### config.mk
export PLATFORM = sky130hd
export DESIGN_NAME = mdu_iter
export DESIGN_NICKNAME = d
export VERILOG_FILES = /design/src/rtl/mdu_iter.sv
export SDC_FILE = /design/constraint.sdc
export NUM_CORES = 1
export LEC_CHECK = 0
export CORE_UTILIZATION = 60
export CTS_BUF_LIST = sky130_fd_sc_hd__clkbuf_4 sky130_fd_sc_hd__clkbuf_8 sky130_fd_sc_hd__clkbuf_16
export DETAILED_ROUTE_END_ITERATION = 12
export GPL_TIMING_DRIVEN = 0
export HOLD_SLACK_MARGIN = 0.06
export PLACE_DENSITY = 0.82
export SKIP_CTS_REPAIR_TIMING = 1
export SYNTH_ARGS = -nofsm -noshare
export SYNTH_HDL_FRONTEND = slang
export SYNTH_SLANG_ARGS = --single-unit
### constraint.sdc
create_clock -name clock -period 8.2 [get_ports clock]
set_input_delay 0.82 -clock clock [delete_from_list [all_inputs] [get_ports clock]]
set_output_delay 0.82 -clock clock [all_outputs]
set_load 0.02 [all_outputs]
### src/rtl/mdu_iter.sv
`default_nettype none
// ============================================================================
// Module   : mdu_iter
// Brief    : Iterative radix-2 multiply/divide unit writing a 2*WIDTH result
//            into HI/LO with a start/busy/done handshake and cancel.
//            Define MDU_ACC_EN to enable MADD/MADDU accumulation into {hi,lo}.
// Revision : 1.0
// ============================================================================
module mdu_iter #(
    parameter int WIDTH = 32
) (
    input  logic             clock,
    input  logic             reset,
    input  logic             start,
    input  logic [2:0]       op,
    input  logic [WIDTH-1:0] a,
    input  logic [WIDTH-1:0] b,
    input  logic             cancel,
    output logic             busy,
    output logic             done,
    output logic [WIDTH-1:0] hi,
    output logic [WIDTH-1:0] lo,
    output logic             div_zero
);
    localparam int CW = $clog2(WIDTH) + 1;
    localparam int PW = 2 * WIDTH + 1;
    localparam logic [CW-1:0] c_iters = CW'(WIDTH);
    localparam logic [CW-1:0] c_one   = CW'(1);

    typedef enum logic [1:0] {
        S_IDLE = 2'd0,
        S_RUN  = 2'd1,
        S_FIX  = 2'd2
    } state_t;

    state_t           state_q, state_d;
    logic [CW-1:0]    cnt_q, cnt_d;
    logic [PW-1:0]    work_q, work_d;
    logic [WIDTH-1:0] mcand_q, mcand_d;
    logic [WIDTH-1:0] a_orig_q, a_orig_d;
    logic             div_q, div_d;
    logic             neg_q, neg_d;
    logic             rem_neg_q, rem_neg_d;
    logic             bz_q, bz_d;
    logic [WIDTH-1:0] hi_q, hi_d;
    logic [WIDTH-1:0] lo_q, lo_d;
    logic             dz_q, dz_d;
    logic             done_q, done_d;
`ifdef MDU_ACC_EN
    logic             acc_q, acc_d;
`endif

    logic               w_legal;
    logic               w_signed;
    logic [WIDTH-1:0]   w_a_mag;
    logic [WIDTH-1:0]   w_b_mag;
    logic [PW-1:0]      w_shl;
    logic [WIDTH:0]     w_try;
    logic [WIDTH:0]     w_sum;
    logic [2*WIDTH-1:0] w_mag2;
    logic [2*WIDTH-1:0] w_prod;
    logic [2*WIDTH-1:0] w_res;
    logic [WIDTH-1:0]   w_quo;
    logic [WIDTH-1:0]   w_rem;

    always_comb begin
        state_d   = state_q;
        cnt_d     = cnt_q;
        work_d    = work_q;
        mcand_d   = mcand_q;
        a_orig_d  = a_orig_q;
        div_d     = div_q;
        neg_d     = neg_q;
        rem_neg_d = rem_neg_q;
        bz_d      = bz_q;
        hi_d      = hi_q;
        lo_d      = lo_q;
        dz_d      = dz_q;
        done_d    = 1'b0;
`ifdef MDU_ACC_EN
        acc_d     = acc_q;
        w_legal   = ~op[2] | (op[2:1] == 2'b10);
`else
        w_legal   = ~op[2];
`endif
        w_signed  = ~op[0];
        w_a_mag   = (w_signed && a[WIDTH-1]) ? -a : a;
        w_b_mag   = (w_signed && b[WIDTH-1]) ? -b : b;
        w_shl     = {work_q[PW-2:0], 1'b0};
        w_try     = w_shl[PW-1:WIDTH] - {1'b0, mcand_q};
        w_sum     = {1'b0, work_q[PW-2:WIDTH]}
                  + (work_q[0] ? {1'b0, mcand_q} : {(WIDTH+1){1'b0}});
        w_mag2    = work_q[PW-2:0];
        w_prod    = neg_q ? -w_mag2 : w_mag2;
        w_quo     = neg_q ? -work_q[WIDTH-1:0] : work_q[WIDTH-1:0];
        w_rem     = rem_neg_q ? -work_q[PW-2:WIDTH] : work_q[PW-2:WIDTH];
`ifdef MDU_ACC_EN
        w_res     = acc_q ? ({hi_q, lo_q} + w_prod) : w_prod;
`else
        w_res     = w_prod;
`endif

        case (state_q)
            S_IDLE: begin
                if (start && w_legal && !cancel) begin
                    state_d   = S_RUN;
                    cnt_d     = c_iters;
                    div_d     = op[1];
                    neg_d     = w_signed & (a[WIDTH-1] ^ b[WIDTH-1]);
                    rem_neg_d = w_signed & a[WIDTH-1];
                    bz_d      = (b == '0);
                    a_orig_d  = a;
                    // Divide shifts the dividend up into the remainder; multiply
                    // shifts the multiplier down while the product grows on top.
                    mcand_d   = op[1] ? w_b_mag : w_a_mag;
                    work_d    = {{(WIDTH+1){1'b0}}, op[1] ? w_a_mag : w_b_mag};
`ifdef MDU_ACC_EN
                    acc_d     = op[2];
`endif
                end
            end
            S_RUN: begin
                if (cancel) begin
                    state_d = S_IDLE;
                end else begin
                    if (div_q) begin
                        if (w_shl[PW-1:WIDTH] >= {1'b0, mcand_q}) begin
                            work_d = {w_try, w_shl[WIDTH-1:1], 1'b1};
                        end else begin
                            work_d = w_shl;
                        end
                    end else begin
                        work_d = {1'b0, w_sum, work_q[WIDTH-1:1]};
                    end
                    cnt_d = cnt_q - c_one;
                    if (cnt_q == c_one) begin
                        state_d = S_FIX;
                    end
                end
            end
            S_FIX: begin
                state_d = S_IDLE;
                if (!cancel) begin
                    done_d = 1'b1;
                    if (!div_q) begin
                        {hi_d, lo_d} = w_res;
                        dz_d         = 1'b0;
                    end else if (bz_q) begin
                        lo_d = '1;
                        hi_d = a_orig_q;
                        dz_d = 1'b1;
                    end else begin
                        lo_d = w_quo;
                        hi_d = w_rem;
                        dz_d = 1'b0;
                    end
                end
            end
            default: state_d = S_IDLE;
        endcase
    end

    always_ff @(posedge clock or posedge reset) begin
        if (reset) begin
            state_q   <= S_IDLE;
            cnt_q     <= '0;
            work_q    <= '0;
            mcand_q   <= '0;
            a_orig_q  <= '0;
            div_q     <= 1'b0;
            neg_q     <= 1'b0;
            rem_neg_q <= 1'b0;
            bz_q      <= 1'b0;
            hi_q      <= '0;
            lo_q      <= '0;
            dz_q      <= 1'b0;
            done_q    <= 1'b0;
`ifdef MDU_ACC_EN
            acc_q     <= 1'b0;
`endif
        end else begin
            state_q   <= state_d;
            cnt_q     <= cnt_d;
            work_q    <= work_d;
            mcand_q   <= mcand_d;
            a_orig_q  <= a_orig_d;
            div_q     <= div_d;
            neg_q     <= neg_d;
            rem_neg_q <= rem_neg_d;
            bz_q      <= bz_d;
            hi_q      <= hi_d;
            lo_q      <= lo_d;
            dz_q      <= dz_d;
            done_q    <= done_d;
`ifdef MDU_ACC_EN
            acc_q     <= acc_d;
`endif
        end
    end

    assign busy     = (state_q != S_IDLE);
    assign done     = done_q;
    assign hi       = hi_q;
    assign lo       = lo_q;
    assign div_zero = dz_q;

endmodule
`default_nettype wire

==> Implementation_results.wiki, run 1 <==
== Flow metrics ==
{| class="wikitable"
! Metric !! Value
|-
| Outcome || complete, but fails checks
|-
| Failing checks || capacitance limit, slew limit
|-
| Placeable core area || between 0.02 and 0.03 mm2
|-
| Part of the power in registers || 24.9%
|-
| Port Buffers || around 140
|-
| Maximum number of pins on one net before global-route repair || roughly 130
|-
| AO/OA Area Share || about 22%
|-
| Critical-path cell list || inv_1 -> buf_1 -> nor2_1 -> ha_1 -> clkbuf_1 -> nand2_1 -> nor2_1 -> a211oi_1 -> a211oi_1 -> o41ai_1 -> o21ai_0 -> a21oi_1 -> xor2_1 -> o221ai_1
|-
| Crit-path slowest cell || sky130_fd_sc_hd__o41ai_1
|-
| Vias in the first global route || about 17000
|-
| Max-cap violations || 1
|-
| Chip Height || around 170 um
|-
| Combinational share of power || about three fifths
|-
| Startpoint of the lowest-slack hold path || hi[19]
|-
| Final hold slack || ~0.48 ns
|-
| Peak VDD IR || roughly 210 uV
|-
| Maximum clock path buffer count || 3
|-
| Maximum level of the CTS H-tree || 1
|-
| Cell Rows || about 60
|-
| Residual DRC || 0
|-
| Total Die Area || roughly 0.029 mm2
|-
| Total power after layout || between 0.006 and 0.007 W
|-
| Final ANT Viol Nets || 0
|-
| Final clock period utilization by the worst path || between 60 and 70%
|-
| First-pass DRT Iterations || 8
|-
| Yosys cell count || between 2000 and 2500
|-
| Number of endpoints failing setup at the final stage || 0
|-
| Achievable frequency || approximately 180 MHz
|-
| Boundary Pins || approximately 140
|-
| Number of buffers created by CTS || 24
|-
| Clock tree from TritonCTS || yes
|-
| Vias per cell || around 6.8
|-
| Fin. max-slew vios || 6
|-
| Startpoint of the most critical register-to-register path || work_q[0]
|-
| Area fraction in mux cells || roughly 5.5%
|-
| Number of flip-flops and latches in the synthesized netlist || roughly 200
|-
| Critical path launch point type || flip-flop
|-
| Logic area || 0.01072 mm2
|-
| Maximum fanout count along the critical path || 10
|}
run 1: flip-flops by register name (all words and copies together), names as in the netlist, 2 cells and up:
signal and flops:
work_q 64, a_orig_q 32, hi 32, lo 32, mcand_q 32, cnt_q 6, state_q 2
run 1: worst max-delay path: cells and delay by family, from the launching register on:
family	cells	cell delay (ns)
buffers and inverters	3	1.18
DFF	1	0.53
adders and majority gates	1	0.29
xor gates and xnor gates	1	0.17
AOI/OAI and AO/OA	6	2.75
and+or+nand+nor	3	0.36
run 1: cell usage after synthesis (22+ instances only):
cell,number,area (um2)
sky130_fd_sc_hd__or3_1,22,137.6
sky130_fd_sc_hd__nand3_1,23,115.1
sky130_fd_sc_hd__dfrtp_1,206,5155
sky130_fd_sc_hd__a21oi_1,180,900.9
sky130_fd_sc_hd__mux2i_1,81,810.8
sky130_fd_sc_hd__a21o_1,24,180.2
sky130_fd_sc_hd__xor2_1,118,1033
sky130_fd_sc_hd__nand2_1,297,1115
sky130_fd_sc_hd__clkbuf_1,114,427.9
sky130_fd_sc_hd__o21ai_1,59,295.3
sky130_fd_sc_hd__o21ai_0,153,765.7
sky130_fd_sc_hd__xnor2_1,85,744.5
sky130_fd_sc_hd__o211ai_1,25,187.7
sky130_fd_sc_hd__inv_1,67,251.5
sky130_fd_sc_hd__ha_1,70,875.8
sky130_fd_sc_hd__o31ai_1,30,225.2
sky130_fd_sc_hd__nor2_1,219,822.0
sky130_fd_sc_hd__nor3_1,38,190.2
run 1: kinds of logic after synthesis:
group           after synthesis
simple gates                734
compound gates              609
buf+inv                     212
flops                       206
xor+xnor                    203
mux                          91
fa+ha+maj                    72
run 1: worst max path at each step:
| stage | cells past startpoint | to | start |
|---|---|---|---|
| 2_1_floorplan | 1 | a_orig_q[0] | reset |
| 3_3_place_gp | 2 | work_q[43] | reset |
| 3_5_place_dp | 14 | work_q[61] | work_q[0] |
| 4_1_cts | 14 | work_q[61] | work_q[0] |
| 5_1_grt | 14 | work_q[61] | work_q[0] |
| 6_report | 14 | work_q[61] | work_q[0] |
run 1: layout make-up:
class	instances	share of cell area [%]
inverter	68	1.355
timing repair buffer	138	7.213
clock inverter	9	0.5806
sequential	206	26.58
clock buffer	34	3.645
tap	372	2.400
multi-input combinational	1709	55.25
buffer	144	2.974
run 1: stage by stage:
step	util [%]	setup TNS, ns	cell area (um2)	setup slack, ns	std cells
detailed placement	68.54	0	18570	3.237	2637
global route	71.56	0	19390	2.740	2680
global placement	68.41	-170.85	18540	-0.8470	2636
finish	71.56	0	19390	2.696	2680
floorplan	-	0	16700	1.756	2127
CTS	71.56	0	19390	3.187	2680
run 1: power groups by stage:
stage	clock network [W]	logic, W	registers, W
detailed placement	0	0.00370	0.00164
global placement	0	0.00362	0.00162
global route	0.00116	0.00416	0.00166
floorplan	0	0.00260	0.00156
CTS	0.00112	0.00373	0.00162
finish	0.00113	0.00388	0.00166
run 1: per-layer routing:
| layer | share of wire (%) | global-route usage, % |
|---|---|---|
| met4 | 6.6 | 26.72 |
| met2 | 41 | 68.90 |
| met3 | 14 | 12.02 |
| met5 | 0 | 0 |
| met1 | 39 | 63.64 |
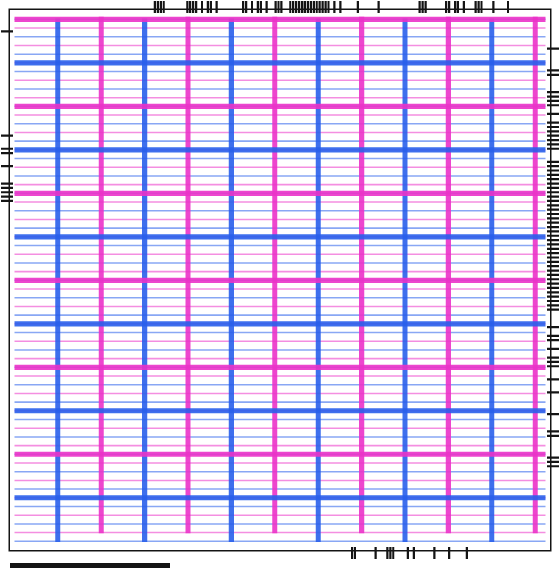
**Above:** run 1 (power grid).
The bar under the picture is 50 um long. Pins as bars on the die edge.
blue -> VSS
magenta -> VDD
rows = 60
met1 rails = 61
met4 straps = 12
signal pins = 138
met5 straps = 12

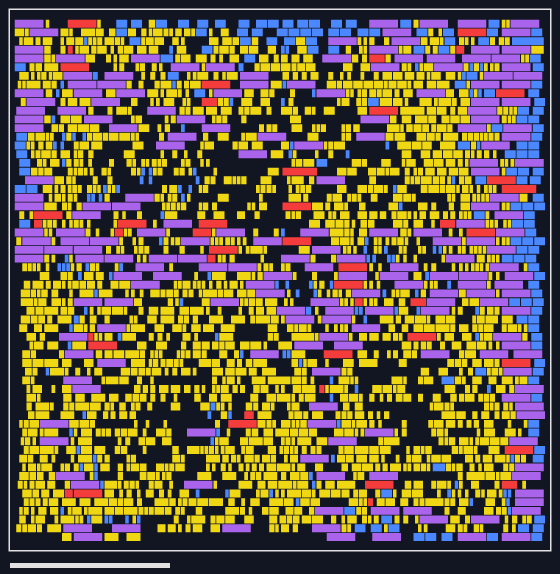
**Above:** run 1 (placed cells, one colour a class).
The bar under the picture is 50 um long.
purple -> flip-flops  # cells 206
red -> clock drivers and dummy loads  # cells 43
yellow -> all other logic  # cells 1777
blue -> other buffers and delay cells  # cells 282

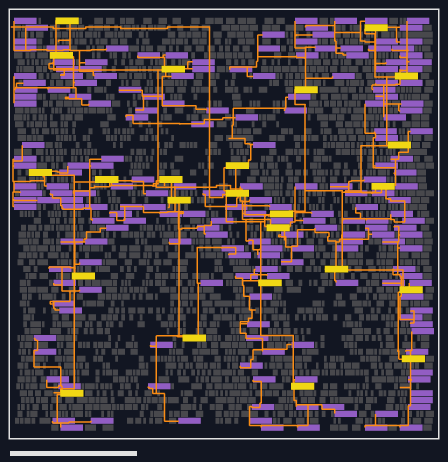
**Above:** run 1 (routed clock nets over the placement).
The bar under the picture is 50 um long.
yellow -> cells driving clock nets  # count 24
purple -> flip-flops  # count 206
orange -> clock wires  # length 2980 um
flops lie = widely spread
clk latency late pin: 0.56 ns
Max Clock Skew: 0.03539 ns
portion of total power attributed to the clock network: 17.0%

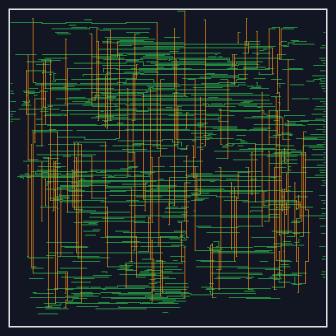
**Above:** run 1 (routed metal, one colour a layer).
Two of the layers only.
orange -> met4  # wire length 4460 um
green -> met3  # wire length 9280 um
detail-routed net length per standard cell: 25.36 um
all-layer global routing usage: 47.23%
Post-Route WL: 67.98 mm
via count of the routed design: 18100

**Run 1: placed standard cells**

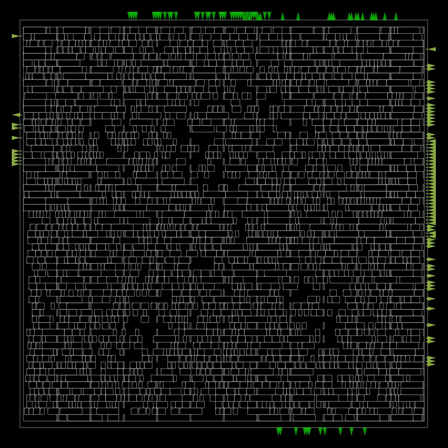

--- run 2 (diff from run 1) ---
CORE_UTILIZATION = 54   (was 60)
PLACE_DENSITY = 0.78   (was 0.82)
clock period = 5 ns   (was 8.2 ns; I/O delays follow)
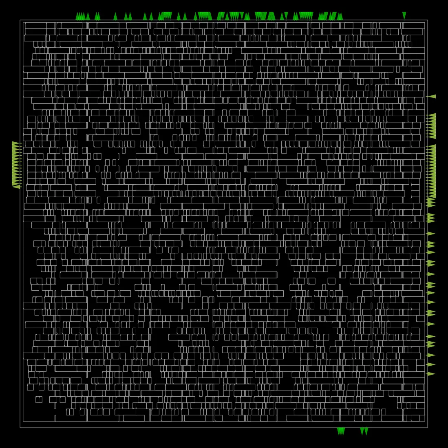
**Above:** run 2 (placed standard cells).
placeable core area: 0.03051 mm2
Cell Rows: 64
final core utilization: 64.01%

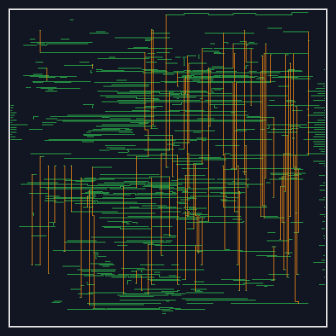
**Above:** run 2 (routed metal, one colour a layer).
Two of the layers only.
orange -> met4  # wire length 3680 um
green -> met3  # wire length 7090 um

==> run 2 against run 1 <==
- the flow now finishes without violations
- final cell count is 1.1% higher
- clock-buffer cell count stayed put
- hold slack worse by 0.22 ns
- largest cell class unchanged
- largest power group unchanged
==> Implementation_results.wiki, run 2 <==
== Flow metrics ==
{| class="wikitable"
! Metric !! Value
|-
| Number of endpoints failing setup at the final stage || 0
|-
| First DRT Iteration DRCs || 2333
|-
| Maximum number of pins on one net before global-route repair || approximately 43
|-
| Residual DRC || 0
|-
| Delay-heaviest family, CP || buffers and inverters
|-
| Area fraction in mux cells || between 5 and 6%
|-
| Setup Crit Path Kind || reg -> reg
|-
| Part of the power in registers || between 20 and 25%
|-
| Endpoint required time on the critical path || ~5.4 ns
|-
| Number of buffers created by CTS || 25
|-
| Post-Route WL || 67.09 mm
|-
| Post-route cell area || around 0.020 mm2
|-
| Cell type with the highest aggregate area in the netlist || sky130_fd_sc_hd__dfrtp_1
|-
| Combinational share of power || 58.1%
|-
| Maximum fanout count along the critical path || 10
|-
| AO/OA Area Share || about 22%
|-
| Adder-cell area share of the yosys netlist || between 5 and 6%
|-
| Fin. max-slew vios || 0
|-
| Number of flip-flops and latches in the synthesized netlist || around 210
|-
| Outcome || finished, final reports clean
|-
| Largest Register || work_q
|-
| Maximum clock path buffer count || 3
|-
| Core utilization at floorplan || 54.74%
|-
| Peak VDD IR || approximately 360 uV
|-
| Critical-path cell list || inv_1 -> ha_1 -> nor2b_1 -> o21bai_1 -> a21oi_1 -> o311ai_1 -> a2111oi_0 -> or3b_1 -> buf_2 -> clkbuf_1 -> clkbuf_1 -> nand2_1 -> o211ai_1 -> o221ai_1
|-
| First-pass DRT Iterations || 6
|-
| Number of non-filler instances in the completed layout || ~2700
|-
| Number of flip-flops under the largest register name || about 64
|-
| Via count of the routed design || 17500
|-
| Antenna violations before repair || 0
|-
| Total instance count after detailed placement || roughly 2700
|-
| All-layer global routing usage || approximately 42%
|-
| Syn nets || 2270
|-
| Total Die Area || 0.03164 mm2
|-
| Most common cell after layout, fill and taps aside || sky130_fd_sc_hd__nand2_1
|-
| Port Buffers || between 100 and 150
|-
| Final clock period utilization by the worst path || a little over nine tenths
|-
| Buffering stage count on the worst path with inverters included || 4
|-
| Top cells by area || sky130_fd_sc_hd__dfrtp_1 (31%), sky130_fd_sc_hd__nand2_1 (6.7%), sky130_fd_sc_hd__xor2_1 (6.2%), sky130_fd_sc_hd__a21oi_1 (5.4%), sky130_fd_sc_hd__ha_1 (5.2%)
|-
| Max Clock Skew || about 0.016 ns
|-
| Top-area cell share || a little under a third
|-
| Detail-routed net length per standard cell || approximately 25 um
|-
| Area used by sequential logic in the layout || between 0.005 and 0.006 mm2
|-
| Sw Ratio || approximately 50%
|-
| Switching component of the power || 0.005271 W
|-
| Top cells by instance count after synthesis || sky130_fd_sc_hd__nand2_1 (297), sky130_fd_sc_hd__nor2_1 (219), sky130_fd_sc_hd__dfrtp_1 (206), sky130_fd_sc_hd__a21oi_1 (180), sky130_fd_sc_hd__o21ai_0 (153)
|-
| Critical path launch point type || flip-flop
|-
| Maximum level of the CTS H-tree || 1
|-
| Kind of path behind the tightest hold check || in -> async
|-
| Vias per cell || 6.458
|-
| Vias in the first global route || about 16000
|-
| Clock tree from TritonCTS || yes
|-
| Power density of the placed cells || roughly 560 mW/mm2
|-
| Cell with the most instances after synthesis || sky130_fd_sc_hd__nand2_1
|-
| Area added between synthesis and finish || 16.92%
|-
| Boundary Pins || 138
|-
| Final ANT Viol Nets || 0
|-
| GP Congestion || approximately 1.0
|-
| Placed inst area || around 0.019 mm2
|-
| Horizontal die dimension || around 180 um
|-
| Startpoint of the most critical register-to-register path || work_q[31]
|-
| Yosys cell count || ~2100
|-
| Arrival time reported for the critical path endpoint || between 5 and 6 ns
|-
| Xor/xnor share of the synthesized area || roughly a tenth
|-
| Fraction of layout cells with a size suffix above 1 || around 4.3%
|-
| Warnings from Yosys || 0
|-
| Achievable frequency || about 210 MHz
|-
| Post-Syn Instances || roughly 2100
|-
| Max-cap violations || 0
|-
| Synthesized area per cell || about 8 um2
|-
| Logic area || 0.01072 mm2
|-
| Crit-path slowest cell || sky130_fd_sc_hd__clkbuf_1
|-
| Chip Height || around 180 um
|}
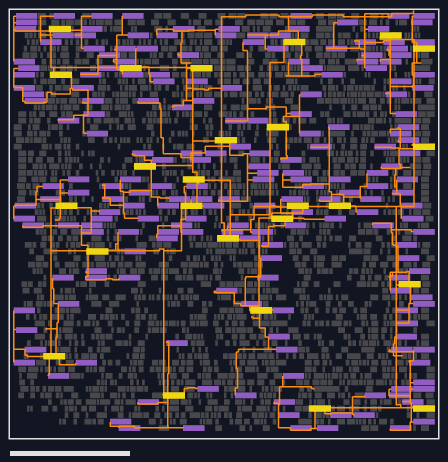
**Above:** run 2 (routed clock nets over the placement).
The bar under the picture is 50 um long.
purple -> flip-flops  # count 206
yellow -> cells driving clock nets  # count 25
orange -> clock wires  # length 3170 um
flops lie = widely spread
routed clock nets = 26
clk latency late pin: 0.54 ns
portion of total power attributed to the clock network: 17.3%

run 2: cell counts after synthesis:
Identical to the previous run, type by type.
run 2: cell families after synthesis:
| group | after synthesis |
|---|---|
| DFF | 206 |
| xor gates and xnor gates | 203 |
| adders and majority gates | 72 |
| muxes | 91 |
| buffers and inverters | 212 |
| AOI/OAI and AO/OA | 609 |
| and+or+nand+nor | 734 |
run 2: power by group through the flow:
| stage | Combinational [W] | Clock, W | Sequential, W |
|---|---|---|---|
| CTS | 0.00611 | 0.00188 | 0.00263 |
| finish | 0.00631 | 0.00188 | 0.00267 |
| floorplan | 0.00426 | 0 | 0.00256 |
| global placement | 0.00598 | 0 | 0.00264 |
| detailed placement | 0.00608 | 0 | 0.00266 |
| global route | 0.00681 | 0.00193 | 0.00269 |
run 2: per-layer routing:
layer,part of all wire (%),up-vias,GRT usage [%],routed length (um)
li1,-,7879,-,-
met1,42,8436,58.02,27870
met2,42,1016,62.60,28450
met3,11,169,9.126,7085
met4,5.5,0,21.47,3677
met5,0,-,0,0
run 2: worst max path at each step:
stage / start / end / slack, ns / cells after the start
global placement: work_q[0] / work_q[55] / 0.08 / 14
global route: work_q[0] / work_q[55] / 0.15 / 14
floorplan: work_q[0] / work_q[62] / 1.63 / 13
CTS: work_q[0] / work_q[55] / -0.03 / 14
finish: work_q[31] / work_q[32] / 0.25 / 14
detailed placement: work_q[0] / work_q[55] / -0.001 / 14
run 2: final cells by class:
type | count | area share (%)
multi-input combinational | 1709 | 54.91
sequential | 206 | 26.40
timing repair buffer | 143 | 7.638
clock buffer | 34 | 3.710
buffer | 144 | 2.954
tap | 396 | 2.537
inverter | 68 | 1.326
clock inverter | 9 | 0.5126
antenna | 1 | 0.01281
run 2: worst register-to-register path: stages (launching register included):
cell and delay, ns:
sky130_fd_sc_hd__dfrtp_1 0.58, sky130_fd_sc_hd__inv_1 0.28, sky130_fd_sc_hd__ha_1 0.30, sky130_fd_sc_hd__nor2b_1 0.16, sky130_fd_sc_hd__o21bai_1 0.11, sky130_fd_sc_hd__a21oi_1 0.28, sky130_fd_sc_hd__o311ai_1 0.25, sky130_fd_sc_hd__a2111oi_0 0.53
sky130_fd_sc_hd__or3b_1 0.17, sky130_fd_sc_hd__buf_2 0.26, sky130_fd_sc_hd__clkbuf_1 0.64, sky130_fd_sc_hd__clkbuf_1 0.64, sky130_fd_sc_hd__nand2_1 0.13, sky130_fd_sc_hd__o211ai_1 0.12, sky130_fd_sc_hd__o221ai_1 0.14
run 2: through the flow:
stage               power, W  worst slack [ns]  hold slack [ns]   TNS [ns]  utilization (%)
floorplan           0.006821             1.633           0.4369          0                -
global placement    0.008619           0.07776           0.4584          0            60.88
detailed placement  0.008735         -0.001190           0.4674  -0.001190            61.27
CTS                  0.01062          -0.02684           0.2563   -0.02684            63.97
global route         0.01144            0.1538           0.2912          0            64.00
finish               0.01085            0.2477           0.2558          0            64.01
No activity file was given, so power comes from the tool's default toggle rates.
